--- config.mk ---
export PLATFORM = sky130hd
export DESIGN_NAME = mem_stage_flat
export DESIGN_NICKNAME = d
export VERILOG_FILES = /design/src/rtl/cpu_types_pkg.sv /design/src/rtl/mem_stage_if.sv /design/src/rtl/branch_resolve.sv /design/src/rtl/mem_stage.sv /design/src/flat_wrapper.sv
export SDC_FILE = /design/constraint.sdc
export NUM_CORES = 1
export LEC_CHECK = 0
export CAP_MARGIN = 40
export CORE_ASPECT_RATIO = 0.7
export CORE_MARGIN = 5
export CORE_UTILIZATION = 49
export CTS_BUF_LIST = sky130_fd_sc_hd__clkbuf_4 sky130_fd_sc_hd__clkbuf_8
export CTS_CLUSTER_DIAMETER = 30
export CTS_CLUSTER_SIZE = 25
export DETAILED_ROUTE_END_ITERATION = 6
export PLACE_DENSITY = 0.8
export RECOVER_POWER = 100
export SLEW_MARGIN = 25
export SYNTH_ARGS = -nofsm -noshare
export SYNTH_HDL_FRONTEND = slang
export SYNTH_SLANG_ARGS = --single-unit
--- constraint.sdc ---
create_clock -name CLK -period 3.02 [get_ports CLK]
set_clock_uncertainty 0.15 [all_clocks]
set_input_delay 0.604 -clock CLK [delete_from_list [all_inputs] [get_ports CLK]]
set_output_delay 0.604 -clock CLK [all_outputs]
set_load 0.005 [all_outputs]
--- src/rtl/cpu_types_pkg.sv ---
// Shared CPU pipeline types: exec->mem and mem->wb bundles, PC source
// encoding, the memory-stage FSM encoding and small datapath helpers.
package cpu_types_pkg;

    localparam int WORD_W = 32;
    localparam int REG_AW = 5;

    typedef enum logic [2:0] {
        SEQ  = 3'd0,
        BEQ  = 3'd1,
        BNE  = 3'd2,
        JUMP = 3'd3,
        JR   = 3'd4
    } pcsrc_t;

    typedef enum logic [1:0] {
        IDLE   = 2'd0,
        ACCESS = 2'd1,
        HALTED = 2'd2
    } memstage_state_t;

    typedef struct packed {
        logic              halt;
        logic [REG_AW-1:0] wsel;
        logic              RegWr;
        logic              MemToReg;
        logic              WrLinkReg;
        logic              MemRd;
        logic              MemWr;
        pcsrc_t            PCSrc;
        logic [WORD_W-1:0] aluOut;
        logic              zero;
        logic [WORD_W-1:0] rdat1;
        logic [WORD_W-1:0] rdat2;
        logic [WORD_W-1:0] b_addr;
        logic [WORD_W-1:0] j_addr;
        logic [WORD_W-1:0] pc;
        logic              pred_taken;
    } exec_mem_t;

    typedef struct packed {
        logic              halt;
        logic [REG_AW-1:0] wsel;
        logic              RegWr;
        logic [WORD_W-1:0] wdat;
    } mem_wb_t;

    // Writeback context kept while a data-cache access is outstanding.
    typedef struct packed {
        logic [REG_AW-1:0] wsel;
        logic              RegWr;
        logic              MemToReg;
        logic              WrLinkReg;
        logic [WORD_W-1:0] pc;
        logic [WORD_W-1:0] aluOut;
    } acc_ctx_t;

    // Sequential PC; wraps modulo 2^WORD_W.
    function automatic logic [WORD_W-1:0] pc_plus4(input logic [WORD_W-1:0] pc);
        return pc + WORD_W'(3'd4);
    endfunction

    // Writeback data selection: load data, link address, or ALU result.
    function automatic logic [WORD_W-1:0] writeback_data(
        input logic              mem_to_reg,
        input logic              wr_link,
        input logic [WORD_W-1:0] pc,
        input logic [WORD_W-1:0] alu_out,
        input logic [WORD_W-1:0] load_data
    );
        logic [WORD_W-1:0] res;
        if (mem_to_reg) begin
            res = load_data;
        end else if (wr_link) begin
            res = pc_plus4(pc);
        end else begin
            res = alu_out;
        end
        return res;
    endfunction

endpackage

--- src/rtl/mem_stage_if.sv ---
// Memory-stage bus bundle: exec input, data-cache request/response,
// redirect, predictor update and writeback output.
interface mem_stage_if
    import cpu_types_pkg::*;
#(
    parameter int DATA_W = WORD_W
) ();

    logic              in_valid;
    exec_mem_t         in;
    logic              dhit;
    logic [DATA_W-1:0] dmemload;

    logic              dREN;
    logic              dWEN;
    logic [DATA_W-1:0] dmemaddr;
    logic [DATA_W-1:0] dmemstore;
    logic              stall;
    logic              flush;
    logic [DATA_W-1:0] npc;
    logic              bp_upd;
    logic [DATA_W-1:0] bp_pc;
    logic              bp_taken;
    logic              out_valid;
    mem_wb_t           out;

    // Memory stage side
    modport master (
        input  in_valid, in, dhit, dmemload,
        output dREN, dWEN, dmemaddr, dmemstore, stall, flush, npc,
               bp_upd, bp_pc, bp_taken, out_valid, out
    );

    // Pipeline / cache environment side
    modport slave (
        output in_valid, in, dhit, dmemload,
        input  dREN, dWEN, dmemaddr, dmemstore, stall, flush, npc,
               bp_upd, bp_pc, bp_taken, out_valid, out
    );

endinterface

--- src/rtl/branch_resolve.sv ---
// Combinational branch/jump resolution: outcome, redirect decision and
// the redirect target for the op presented to the memory stage.
module branch_resolve
    import cpu_types_pkg::*;
(
    input  pcsrc_t            pcsrc_i,
    input  logic              zero_i,
    input  logic              pred_taken_i,
    input  logic [WORD_W-1:0] pc_i,
    input  logic [WORD_W-1:0] b_addr_i,
    input  logic [WORD_W-1:0] j_addr_i,
    input  logic [WORD_W-1:0] rdat1_i,
    output logic              taken_o,
    output logic              is_cond_o,
    output logic              redirect_o,
    output logic [WORD_W-1:0] npc_o
);

    logic [WORD_W-1:0] target_s;

    // Decode the control-flow class and pick the taken target
    always_comb begin
        taken_o   = 1'b0;
        is_cond_o = 1'b0;
        target_s  = pc_plus4(pc_i);
        case (pcsrc_i)
            SEQ: begin
                taken_o  = 1'b0;
                target_s = pc_plus4(pc_i);
            end
            BEQ: begin
                is_cond_o = 1'b1;
                taken_o   = zero_i;
                target_s  = b_addr_i;
            end
            BNE: begin
                is_cond_o = 1'b1;
                taken_o   = !zero_i;
                target_s  = b_addr_i;
            end
            JUMP: begin
                taken_o  = 1'b1;
                target_s = j_addr_i;
            end
            JR: begin
                taken_o  = 1'b1;
                target_s = rdat1_i;
            end
            default: begin
                taken_o  = 1'b0;
                target_s = pc_plus4(pc_i);
            end
        endcase
    end

    // Jumps always redirect; branches only when the prediction was wrong
    always_comb begin
        redirect_o = 1'b0;
        if ((pcsrc_i == JUMP) || (pcsrc_i == JR)) begin
            redirect_o = 1'b1;
        end else if (is_cond_o) begin
            redirect_o = taken_o ^ pred_taken_i;
        end else begin
            redirect_o = 1'b0;
        end
        npc_o = taken_o ? target_s : pc_plus4(pc_i);
    end

endmodule

--- src/rtl/mem_stage.sv ---
// Pipeline memory stage: issues registered data-cache requests, resolves
// control flow, updates the branch predictor and produces writeback results.
module mem_stage
    import cpu_types_pkg::*;
#(
    parameter int DATA_W = WORD_W
) (
    input  logic        CLK,
    input  logic        RST,
    mem_stage_if.master bus
);

    memstage_state_t   state_q, state_d;
    logic              dren_q, dren_d;
    logic              dwen_q, dwen_d;
    logic [DATA_W-1:0] addr_q, addr_d;
    logic [DATA_W-1:0] store_q, store_d;
    logic              flush_q, flush_d;
    logic [DATA_W-1:0] npc_q, npc_d;
    logic              bp_upd_q, bp_upd_d;
    logic [DATA_W-1:0] bp_pc_q, bp_pc_d;
    logic              bp_taken_q, bp_taken_d;
    logic              out_valid_q, out_valid_d;
    mem_wb_t           out_q, out_d;
    acc_ctx_t          acc_q, acc_d;
    // A result accepted in the same cycle a load/store retires is held one
    // cycle here so the single writeback port never carries two results.
    logic              pend_q, pend_d;
    mem_wb_t           pend_out_q, pend_out_d;

    logic              accept_s;
    logic              stall_s;
    logic              is_mem_s;
    mem_wb_t           new_wb_s;
    logic              br_taken_s;
    logic              br_cond_s;
    logic              br_redirect_s;
    logic [WORD_W-1:0] br_npc_s;

    branch_resolve u_branch_resolve (
        .pcsrc_i      (bus.in.PCSrc),
        .zero_i       (bus.in.zero),
        .pred_taken_i (bus.in.pred_taken),
        .pc_i         (bus.in.pc),
        .b_addr_i     (bus.in.b_addr),
        .j_addr_i     (bus.in.j_addr),
        .rdat1_i      (bus.in.rdat1),
        .taken_o      (br_taken_s),
        .is_cond_o    (br_cond_s),
        .redirect_o   (br_redirect_s),
        .npc_o        (br_npc_s)
    );

    // Acceptance and upstream back-pressure from the current state
    always_comb begin
        accept_s = 1'b0;
        stall_s  = 1'b0;
        case (state_q)
            IDLE: begin
                accept_s = bus.in_valid && !flush_q && !pend_q;
                stall_s  = pend_q;
            end
            ACCESS: begin
                accept_s = bus.in_valid && !flush_q && bus.dhit;
                stall_s  = !bus.dhit;
            end
            HALTED: begin
                accept_s = 1'b0;
                stall_s  = 1'b1;
            end
            default: begin
                accept_s = 1'b0;
                stall_s  = 1'b0;
            end
        endcase
    end

    // Next-state, request, redirect and writeback sequencing
    always_comb begin
        state_d     = state_q;
        dren_d      = dren_q;
        dwen_d      = dwen_q;
        addr_d      = addr_q;
        store_d     = store_q;
        flush_d     = 1'b0;
        npc_d       = npc_q;
        bp_upd_d    = 1'b0;
        bp_pc_d     = bp_pc_q;
        bp_taken_d  = bp_taken_q;
        out_valid_d = 1'b0;
        out_d       = out_q;
        acc_d       = acc_q;
        pend_d      = 1'b0;
        pend_out_d  = pend_out_q;
        is_mem_s    = bus.in.MemRd || bus.in.MemWr;
        new_wb_s    = '{halt:  bus.in.halt,
                        wsel:  bus.in.wsel,
                        RegWr: bus.in.RegWr,
                        wdat:  writeback_data(bus.in.MemToReg, bus.in.WrLinkReg,
                                              bus.in.pc, bus.in.aluOut, bus.dmemload)};

        // Retire the outstanding access, or release a held result
        if ((state_q == ACCESS) && bus.dhit) begin
            state_d     = IDLE;
            dren_d      = 1'b0;
            dwen_d      = 1'b0;
            out_valid_d = 1'b1;
            out_d       = '{halt:  1'b0,
                            wsel:  acc_q.wsel,
                            RegWr: acc_q.RegWr,
                            wdat:  writeback_data(acc_q.MemToReg, acc_q.WrLinkReg,
                                                  acc_q.pc, acc_q.aluOut, bus.dmemload)};
        end else if (pend_q) begin
            out_valid_d = 1'b1;
            out_d       = pend_out_q;
        end else begin
            out_valid_d = 1'b0;
        end

        if (accept_s) begin
            flush_d  = br_redirect_s;
            npc_d    = br_redirect_s ? br_npc_s : npc_q;
            bp_upd_d = br_cond_s;
            if (br_cond_s) begin
                bp_pc_d    = bus.in.pc;
                bp_taken_d = br_taken_s;
            end else begin
                bp_pc_d    = bp_pc_q;
                bp_taken_d = bp_taken_q;
            end
            if (!bus.in.halt && is_mem_s) begin
                state_d = ACCESS;
                dren_d  = bus.in.MemRd;
                dwen_d  = bus.in.MemWr;
                addr_d  = bus.in.aluOut;
                store_d = bus.in.rdat2;
                acc_d   = '{wsel:      bus.in.wsel,
                            RegWr:     bus.in.RegWr,
                            MemToReg:  bus.in.MemToReg,
                            WrLinkReg: bus.in.WrLinkReg,
                            pc:        bus.in.pc,
                            aluOut:    bus.in.aluOut};
            end else begin
                state_d = bus.in.halt ? HALTED : IDLE;
                if (out_valid_d) begin
                    pend_d     = 1'b1;
                    pend_out_d = new_wb_s;
                end else begin
                    out_valid_d = 1'b1;
                    out_d       = new_wb_s;
                end
            end
        end else begin
            flush_d  = 1'b0;
            bp_upd_d = 1'b0;
        end
    end

    // State and output registers with synchronous reset
    always_ff @(posedge CLK) begin
        if (RST) begin
            state_q     <= IDLE;
            dren_q      <= 1'b0;
            dwen_q      <= 1'b0;
            addr_q      <= '0;
            store_q     <= '0;
            flush_q     <= 1'b0;
            npc_q       <= '0;
            bp_upd_q    <= 1'b0;
            bp_pc_q     <= '0;
            bp_taken_q  <= 1'b0;
            out_valid_q <= 1'b0;
            out_q       <= '0;
            acc_q       <= '0;
            pend_q      <= 1'b0;
            pend_out_q  <= '0;
        end else begin
            state_q     <= state_d;
            dren_q      <= dren_d;
            dwen_q      <= dwen_d;
            addr_q      <= addr_d;
            store_q     <= store_d;
            flush_q     <= flush_d;
            npc_q       <= npc_d;
            bp_upd_q    <= bp_upd_d;
            bp_pc_q     <= bp_pc_d;
            bp_taken_q  <= bp_taken_d;
            out_valid_q <= out_valid_d;
            out_q       <= out_d;
            acc_q       <= acc_d;
            pend_q      <= pend_d;
            pend_out_q  <= pend_out_d;
        end
    end

    // Drive the bus from the registered state
    assign bus.dREN      = dren_q;
    assign bus.dWEN      = dwen_q;
    assign bus.dmemaddr  = addr_q;
    assign bus.dmemstore = store_q;
    assign bus.stall     = stall_s;
    assign bus.flush     = flush_q;
    assign bus.npc       = npc_q;
    assign bus.bp_upd    = bp_upd_q;
    assign bus.bp_pc     = bp_pc_q;
    assign bus.bp_taken  = bp_taken_q;
    assign bus.out_valid = out_valid_q;
    assign bus.out       = out_q;

endmodule

--- src/flat_wrapper.sv ---
// flat-port wrapper written by rule: the top's interface ports become plain ports
module mem_stage_flat import cpu_types_pkg::*;
#(
    parameter int DATA_W = WORD_W
)
  (CLK, RST, bus_in_valid, bus_in, bus_dhit, bus_dmemload, bus_dREN, bus_dWEN, bus_dmemaddr, bus_dmemstore, bus_stall, bus_flush, bus_npc, bus_bp_upd, bus_bp_pc, bus_bp_taken, bus_out_valid, bus_out);
  mem_stage_if #(.DATA_W(DATA_W)) bus_i ();
  input  logic CLK;
  input  logic RST;
  input wire logic [$bits(bus_i.in_valid)-1:0] bus_in_valid;
  input wire logic [$bits(bus_i.in)-1:0] bus_in;
  input wire logic [$bits(bus_i.dhit)-1:0] bus_dhit;
  input wire logic [$bits(bus_i.dmemload)-1:0] bus_dmemload;
  output wire logic [$bits(bus_i.dREN)-1:0] bus_dREN;
  output wire logic [$bits(bus_i.dWEN)-1:0] bus_dWEN;
  output wire logic [$bits(bus_i.dmemaddr)-1:0] bus_dmemaddr;
  output wire logic [$bits(bus_i.dmemstore)-1:0] bus_dmemstore;
  output wire logic [$bits(bus_i.stall)-1:0] bus_stall;
  output wire logic [$bits(bus_i.flush)-1:0] bus_flush;
  output wire logic [$bits(bus_i.npc)-1:0] bus_npc;
  output wire logic [$bits(bus_i.bp_upd)-1:0] bus_bp_upd;
  output wire logic [$bits(bus_i.bp_pc)-1:0] bus_bp_pc;
  output wire logic [$bits(bus_i.bp_taken)-1:0] bus_bp_taken;
  output wire logic [$bits(bus_i.out_valid)-1:0] bus_out_valid;
  output wire logic [$bits(bus_i.out)-1:0] bus_out;
  assign bus_i.in_valid = bus_in_valid;
  assign bus_i.in = bus_in;
  assign bus_i.dhit = bus_dhit;
  assign bus_i.dmemload = bus_dmemload;
  assign bus_dREN = bus_i.dREN;
  assign bus_dWEN = bus_i.dWEN;
  assign bus_dmemaddr = bus_i.dmemaddr;
  assign bus_dmemstore = bus_i.dmemstore;
  assign bus_stall = bus_i.stall;
  assign bus_flush = bus_i.flush;
  assign bus_npc = bus_i.npc;
  assign bus_bp_upd = bus_i.bp_upd;
  assign bus_bp_pc = bus_i.bp_pc;
  assign bus_bp_taken = bus_i.bp_taken;
  assign bus_out_valid = bus_i.out_valid;
  assign bus_out = bus_i.out;
  mem_stage #(.DATA_W(DATA_W)) u_core (.CLK(CLK), .RST(RST), .bus(bus_i));
endmodule
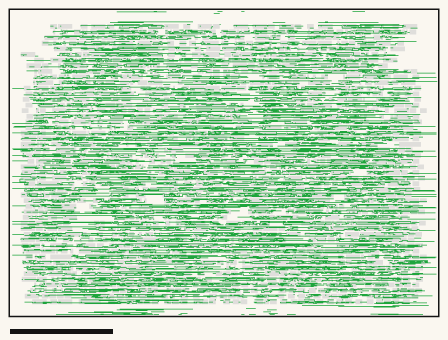
(images/met1.png)
The bar under the picture is 50 microns long.
longest straight run: 70.9 microns
wire length on this layer: 24.9 mm
routing usage on met1: 0.522
total number of vias: 15400
detailed-route wire length: 61300 microns

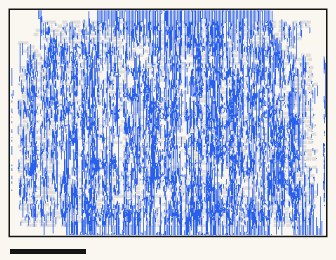
(images/met2.png)
The bar under the picture is 50 microns long.
wire length on this layer: 25.5 mm
nets with wire on the layer: 2051
main direction: vertical
share of all routed wire: 42%
met2 Usage GRT: 0.540

==> Flow_metrics.wiki <==
== Flow metrics ==
{| class="wikitable"
! Metric !! Value
|-
| Run status || completed
|-
| Fin. Hold Viols || 0
|-
| Number of standard cells reported by yosys || 1706
|-
| Setup Total Neg Slack || 0 ps
|-
| Worst hold path type || in -> reg
|-
| Initial antenna violation count || 5
|-
| Instance count of the mapped netlist || 1706
|-
| Clock tree from TritonCTS || built
|-
| Total number of H-tree levels || 2
|-
| Root buffer cell || sky130_fd_sc_hd__clkbuf_8
|-
| Effective utilization at floorplan || 0.498
|-
| Number of search-and-repair iterations in the first detailed-routing pass || 7
|-
| Routability Congestion || 1.02
|-
| Maximum number of pins on one net before global-route repair || 72
|-
| Share of cells above drive strength 1 || 0.133
|-
| # fillers || 2182
|-
| Max transition margin || 0.420
|-
| Count of standard-cell rows || 50
|-
| Unique cell type count in the Yosys netlist || 80
|-
| Placed cells || 2467
|-
| CTS Hold Bufs || 0
|-
| Asr flop ratio synth || 0
|-
| WP data arrival || 3220 ps
|-
| Final worst-path cycle share || 0.969
|-
| Synthesized net count || 1952
|-
| Total grt overflow || 0
|-
| Number of warnings in the stage logs || 26
|-
| Total power after layout || 0.00968 W
|-
| Category of the most critical setup path || in -> reg
|-
| Top cells by area, synth || sky130_fd_sc_hd__dfxtp_1 38%, sky130_fd_sc_hd__nand2_1 11%, sky130_fd_sc_hd__a21oi_1 8.0%
|-
| Dominant logic cell type in the layout || sky130_fd_sc_hd__nand2_1
|-
| Avg Synthesized Cell Area || 7.82 sq um
|-
| Number of setup violations in the final report || 0
|-
| Top logic cells by instance count in the layout || 381 x sky130_fd_sc_hd__nand2_1, 254 x sky130_fd_sc_hd__dfxtp_1, 239 x sky130_fd_sc_hd__clkdlybuf4s50_1, 215 x sky130_fd_sc_hd__a21oi_1, 176 x sky130_fd_sc_hd__dlygate4sd3_1
|-
| Number of routed nets with antenna violations || 0
|-
| Die height || 148 microns
|-
| Die width || 207 microns
|-
| Drc violations || 0
|-
| Post-synthesis chip area from yosys || 13300 sq um
|-
| Worst Max-Slew Pin Slew || 869 ps
|-
| Vias in the first global route || 14400
|-
| Synth Flop Type || sky130_fd_sc_hd__dfxtp_1
|-
| Worst EP required || 3310 ps
|-
| Detail-routed net length per standard cell || 24.0 microns
|-
| Top cells by instance count after synthesis || 381 x sky130_fd_sc_hd__nand2_1, 255 x sky130_fd_sc_hd__dfxtp_1, 214 x sky130_fd_sc_hd__a21oi_1, 100 x sky130_fd_sc_hd__clkbuf_1, 100 x sky130_fd_sc_hd__nor2_1
|-
| Total half-perimeter wirelength after legalization and detailed placement || 47100 microns
|-
| Setup crit end kind || flop
|-
| Global-route wire length before repair || 90700 microns
|-
| Max-cap check violation count || 0
|-
| Power per cell area || 496 nW/um^2
|}
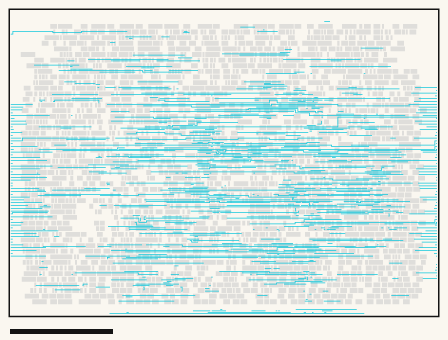
(images/met3.png)
The bar under the picture is 50 microns long.
longest straight run: 123 microns
main direction: horizontal
share of all routed wire: 14%

==> routing by layer <==
metal	track usage	vias to the layer above	share of wire
met4	0.116	6	0.033
met5	0	-	0.00077
met1	0.522	7201	0.41
met2	0.540	1076	0.42
li1	-	6951	-
met3	0.152	145	0.14
==> flip-flops by register name (all words and copies together) (netlist names), 2 cells and up <==
| name | cells |
|---|---|
| u_core.acc_q | 40 |
| u_core.bus.bp_pc | 32 |
| u_core.bus.dmemaddr | 32 |
| u_core.bus.dmemstore | 32 |
| u_core.bus.npc | 32 |
| u_core.bus.out | 39 |
| u_core.pend_out_q | 39 |
| u_core.state_q | 2 |
==> power by group <==
group          switching (W)  leakage [nW]  total [W]  internal, W
Sequential          0.000134          2.07    0.00367      0.00353
Clock                0.00162         0.599    0.00414      0.00253
Combinational       0.000979          4.83    0.00187     0.000892
Total                0.00273          7.50    0.00968      0.00695
==> final timing paths <==
check / slack (ps) / start / depth (start not counted) / endpoint
worst max-delay path: 90 / bus_in[3] / 9 / u_core.bus.out[24]$_SDFF_PP0_
worst min register to register: 300 / u_core.bus.dmemstore[5]$_SDFFE_PP0P_ / 2 / u_core.bus.dmemstore[5]$_SDFFE_PP0P_
worst min-delay path: 270 / RST / 2 / u_core.acc_q[46]$_SDFFE_PP0P_
worst max register to register: 290 / u_core.acc_q[34]$_SDFFE_PP0P_ / 8 / u_core.bus.out[24]$_SDFF_PP0_
==> metrics by stage <==
| step | utilization | cell area [sq um] |
|---|---|---|
| floorplan | - | 13300 |
| global placement | 0.693 | 18500 |
| detailed placement | 0.693 | 18500 |
| CTS | 0.737 | 19700 |
| global route | 0.729 | 19500 |
| finish | 0.729 | 19500 |
==> cell type report <==
cell class / count / area (sq um) / share of cell area
diodes: 2 / 5.00 / 0.000256
clock buffers: 64 / 843 / 0.0432
clock inverters: 22 / 339 / 0.0174
inverters: 20 / 75.1 / 0.00384
multi-input cells: 1255 / 7340 / 0.376
flip-flops and latches: 255 / 5110 / 0.261
well taps: 364 / 455 / 0.0233
repair buffers: 573 / 5370 / 0.275
==> cells by family (layout without fill, tap and decap cells) <==
group / after synthesis / count (layout) / synth area share
other: 0 / 2 / 0
xor gates and xnor gates: 53 / 53 / 0.0348
DFF: 255 / 255 / 0.383
buffers and inverters: 196 / 679 / 0.0682
AOI/OAI and AO/OA: 498 / 498 / 0.244
adders and majority gates: 2 / 2 / 0.00188
muxes: 66 / 66 / 0.0526
and+or+nand+nor: 636 / 636 / 0.216
==> worst max-delay path, cell delays in order <==
cell and delay, ps:
sky130_fd_sc_hd__dlygate4sd3_1 780, sky130_fd_sc_hd__ha_1 230, sky130_fd_sc_hd__nand2_1 110, sky130_fd_sc_hd__or2_0 340, sky130_fd_sc_hd__clkbuf_4 190, sky130_fd_sc_hd__o31a_1 290, sky130_fd_sc_hd__o311ai_1 400, sky130_fd_sc_hd__and3_1 230
sky130_fd_sc_hd__a211oi_1 50
Power is estimated from default activity; no workload was simulated.
